`src/rtl/timer_ctrl_pkg.sv`:
```
// Shared types and defaults for the countdown timer controller.
// One-hot state encoding; BCD digit limits.
package timer_ctrl_pkg;

  typedef enum logic [6:0] {
    IDLE    = 7'b0000001,
    RUN     = 7'b0000010,
    PAUSE   = 7'b0000100,
    FINISH  = 7'b0001000,
    ALARM_S = 7'b0010000,
    ABORT   = 7'b0100000,
    DRAIN   = 7'b1000000
  } state_t;

  localparam logic [3:0]  DIGIT_MAX      = 4'd9;
  localparam logic [3:0]  TENS_MAX_DEF   = 4'd5;
  localparam int unsigned ABORT_HOLD_DEF = 2;

endpackage

```
`src/rtl/timer_ctrl_bcd_down_digit.sv`:
```
// One BCD down-counting digit with load priority and wrap-to-max borrow.
// Registered q, one-cycle update; no backpressure (dec is a single-cycle strobe).
module bcd_down_digit
  import timer_ctrl_pkg::*;
(
  input  logic       CLK,
  input  logic       load,
  input  logic [3:0] load_val,
  input  logic       dec,
  input  logic [3:0] max_val,
  output logic [3:0] q,
  output logic       zero,
  output logic       borrow_out
);

  assign zero       = (q == 4'd0);
  assign borrow_out = dec && zero;

  always_ff @(posedge CLK) begin
    if (load) begin
      q <= load_val;
    end else if (dec) begin
      q <= zero ? max_val : q - 4'd1;
    end
  end

endmodule

```
`src/rtl/timer_ctrl.sv`:
```
// Run/pause/clear controller for the 1 Hz seconds-ones counter; owns the tens and minutes digits.
// Outputs registered (one cycle after the deciding edge) except VAL_SET; button pulses are never stalled.
module timer_ctrl
  import timer_ctrl_pkg::*;
#(
  parameter int unsigned ALARM_CYCLES = 300_000_000,
  parameter int unsigned ABORT_HOLD   = ABORT_HOLD_DEF,
  parameter logic [3:0]  TENS_MAX     = TENS_MAX_DEF
) (
  input  logic       CLK,
  input  logic       RST,
  input  logic       BTN_SS,
  input  logic       BTN_CLR,
  input  logic [3:0] PRE_SEC_O,
  input  logic [3:0] PRE_SEC_T,
  input  logic [3:0] PRE_MIN,
  input  logic [3:0] VAL,
  input  logic       EN_SEC,
  input  logic       BUSY,
  output logic       EN,
  output logic       DONE,
  output logic [3:0] VAL_SET,
  output logic [3:0] SEC_T,
  output logic [3:0] MIN_O,
  output logic       ALARM,
  output logic       RUNNING
);

  state_t      state, state_n;
  logic [31:0] dwell;
  logic        sec_zero, min_zero, sec_borrow, min_borrow;
  logic        at_zero, borrow_req, digit_load;

  assign VAL_SET    = PRE_SEC_O;
  assign at_zero    = (VAL == 4'd0) && sec_zero && min_zero;
  assign borrow_req = (state == RUN) && EN_SEC && (VAL == 4'd0) && !at_zero;
  assign digit_load = RST || (state == IDLE) || ((state == DRAIN) && !BUSY);

  bcd_down_digit u_sec_t (
    .CLK        (CLK),
    .load       (digit_load),
    .load_val   (PRE_SEC_T),
    .dec        (borrow_req),
    .max_val    (TENS_MAX),
    .q          (SEC_T),
    .zero       (sec_zero),
    .borrow_out (sec_borrow)
  );

  bcd_down_digit u_min (
    .CLK        (CLK),
    .load       (digit_load),
    .load_val   (PRE_MIN),
    .dec        (sec_borrow),
    .max_val    (DIGIT_MAX),
    .q          (MIN_O),
    .zero       (min_zero),
    .borrow_out (min_borrow)
  );

  // A minutes underflow can only come from out-of-range presets; treat it as expiry.
  always_comb begin
    state_n = state;
    case (state)
      IDLE:    if (BTN_SS) state_n = RUN;
      RUN: begin
        if (at_zero || min_borrow) state_n = FINISH;
        else if (BTN_CLR)          state_n = ABORT;
        else if (BTN_SS)           state_n = PAUSE;
      end
      PAUSE: begin
        if (BTN_CLR)     state_n = ABORT;
        else if (BTN_SS) state_n = RUN;
      end
      FINISH:  state_n = ALARM_S;
      ALARM_S: if (BTN_SS || BTN_CLR || (dwell == ALARM_CYCLES - 1)) state_n = DRAIN;
      ABORT:   if (dwell == ABORT_HOLD - 1) state_n = DRAIN;
      DRAIN:   if (!BUSY) state_n = IDLE;
      default: state_n = IDLE;
    endcase
  end

  // dwell restarts on every state change, timing both the alarm and the abort hold.
  always_ff @(posedge CLK) begin
    if (RST) begin
      state   <= IDLE;
      dwell   <= '0;
      EN      <= 1'b0;
      DONE    <= 1'b0;
      ALARM   <= 1'b0;
      RUNNING <= 1'b0;
    end else begin
      state   <= state_n;
      dwell   <= (state_n != state) ? 32'd0 : dwell + 32'd1;
      EN      <= (state_n == RUN) || (state_n == FINISH) || (state_n == ABORT);
      DONE    <= (state_n == FINISH) || (state_n == ABORT);
      ALARM   <= (state_n == ALARM_S);
      RUNNING <= (state_n == RUN);
    end
  end

endmodule

```
`config.mk`:
```
export PLATFORM = sky130hd
export DESIGN_NAME = timer_ctrl
export DESIGN_NICKNAME = d
export VERILOG_FILES = /design/src/rtl/timer_ctrl_pkg.sv /design/src/rtl/timer_ctrl_bcd_down_digit.sv /design/src/rtl/timer_ctrl.sv
export SDC_FILE = /design/constraint.sdc
export NUM_CORES = 1
export LEC_CHECK = 0
export CAP_MARGIN = 0
export CORE_MARGIN = 2
export CORE_UTILIZATION = 49
export CTS_CLUSTER_DIAMETER = 30
export DETAILED_ROUTE_END_ITERATION = 10
export GPL_ROUTABILITY_DRIVEN = 0
export GPL_TIMING_DRIVEN = 0
export MAX_ROUTING_LAYER = met4
export PLACE_DENSITY = 0.75
export SYNTH_ARGS = -nofsm -noshare
export SYNTH_HDL_FRONTEND = slang
export SYNTH_SLANG_ARGS = --single-unit
```
`constraint.sdc`:
```
create_clock -name CLK -period 2 [get_ports CLK]
set_clock_uncertainty 0.05 [all_clocks]
set_input_delay 0.4 -clock CLK [delete_from_list [all_inputs] [get_ports CLK]]
set_output_delay 0.4 -clock CLK [all_outputs]
set_load 0.01 [all_outputs]
```
==> summary.txt <==
Notes on the physical implementation.

- The cell-mix breakdown from Yosys lists the XOR/XNOR area share as 10.1%.
- The total number of placement rows is 27, for reference.
- The chip area is 6260 sq um, for reference.
- After layout, the worst path uses 108% of the clock period.
- The setup slack at placement is -749 ps, for reference.
- The run finished, with violations left.
- The first global-routing pass estimated roughly 11000 microns of wire.
- The share of synthesized area occupied by flip-flops and latches is about two fifths, for reference.
- The tightest slew margin relative to the limit is 71.3%, for reference.
- The area fraction in compound gates after synthesis is a little over a tenth, for reference.
- The synthesized-area fraction occupied by adder cells is less than 1%, for reference.
- The top cell type's share of synthesized area is 31.1%, for reference.
- The fraction of final layout cells with drive strength greater than 1 is about 35%, for reference.
- The area of the core is approximately 5500 sq um, for reference.
- The start point of the worst hold path is dwell[0], for reference.
- In this run the power density over the cells is 650 nW/um^2.
- Walking the worst path, the cells encountered are nor4_4 > nand3_1 > and3_1 > o21ai_1 > nand4_1 > buf_6 > buf_8 > nor3_2.
- For this design, the CTS-stage hold fixing added 0 buffers.
- Per the post-route antenna check, the number of violating nets is 0.
- The checks that failed: setup timing.
- The stage-log warning count is 29, for reference.
- For the worst-skew pair, the clock arrives at the later sink with an insertion delay of a little over 300 ps.
- In the synthesized netlist, mux cells make up less than 1% of the area.
- Of the total power, combinational logic draws between 20 and 30%.
- The timing report shows that the slowest cell on the worst path is edfxtp_1.
- The DRC violation total after the first TritonRoute iteration is between 100 and 150, for reference.
- The half-perimeter wire length after detailed placement is around 4400 microns, for reference.
- The total setup violations reported at the end of the flow is 32, for reference.
- On the reported timing paths, the clock transition at the registers reads 100 ps.
- For this run, the slowest stage of the critical path takes around 500 ps.
- Per STA, the startpoint of the critical path is u_sec_t.q[1].
- Per the GRT congestion report, total overflow comes to 0.
- The initial utilization of the core area, before any placement, comes to 50.5%.
- The routed design has 7380 microns of wire.
- The prevailing logic family in the synthesized netlist is simple AND/OR/NAND/NOR gates, for reference.
- The worst setup slack after layout is -164 ps, for reference.
- The finished layout holds between 400 and 500 standard cells, fillers aside.
critical path: cells and delay by family (launching register included):
kind                   cells  cell delay (ps)
buffers and inverters      2              330
and+or+nand+nor            5             1060
DFF                        1              500
AOI/OAI and AO/OA          1              140
layer usage:
layer | up-vias | global-route usage (%) | share of wire, %
met2 | 60 | 38.6 | 52
met3 | 16 | 4.09 | 3.7
met1 | 1216 | 28.7 | 43
met5 | - | - | 0
met4 | 0 | 9.14 | 2.0
li1 | 1242 | - | -
state kept, by name (all words and copies together), names as in the netlist:
| name | cells |
|---|---|
| EN | 1 |
| dwell | 32 |
| DONE | 1 |
| u_min.q | 4 |
| state | 7 |
| ALARM | 1 |
| RUNNING | 1 |
| u_sec_t.q | 4 |
cell type report:
type	instances	area (sq um)	share of cell area [%]
Buffer	14	154	3.89
Clock buffer	7	108	2.72
Clock inverter	1	8.76	0.222
Inverter	6	22.5	0.570
Multi-Input combinational cell	231	1890	47.9
Sequential cell	51	1110	28.1
Tap cell	72	90.1	2.28
Timing Repair Buffer	55	564	14.3
stage by stage:
stage	hold slack (ps)	instance area [sq um]	power [mW]	utilization, %
floorplan	409	2780	1.44	-
global placement	430	3200	1.62	58.5
detailed placement	439	3200	1.63	58.5
CTS	481	3660	2.49	66.9
global route	501	3950	2.66	72.2
finish	482	3950	2.57	72.2
power by group through the flow:
stage	Combinational (mW)	Sequential [mW]	Clock, mW
global route	0.710	1.19	0.763
detailed placement	0.448	1.18	0
global placement	0.442	1.18	0
CTS	0.584	1.17	0.731
finish	0.663	1.18	0.726
floorplan	0.253	1.19	0
path summary, 6_finish.rpt:
check | endpoint | slack, ps | cells past startpoint
worst max-delay path | dwell[9] | -160 | 8
worst min-delay path | dwell[0] | 480 | 2
worst max register to register | dwell[9] | -160 | 8
worst min register to register | dwell[0] | 480 | 2
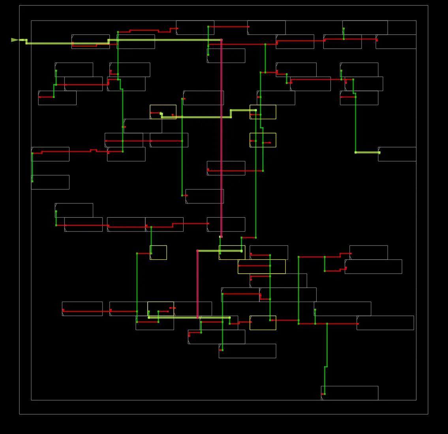
**Above:** the clock network.
clock buf count: 7
clock sink count: 51
TritonCTS Buffers: 5
clock distribution power: 0.726 mW

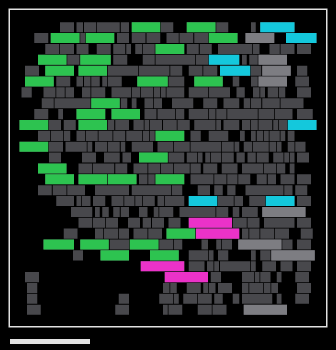
**Above:** sequential cells colored by netlist name.
Bar = 20 microns.
`state`: in cyan, flops 7. `dwell`: in green, flops 32. `u_min.q`: in magenta, flops 4, where bottom center.
Another 8 sequential cells are not colored.

No activity file was given, so power comes from the tool's default toggle rates.
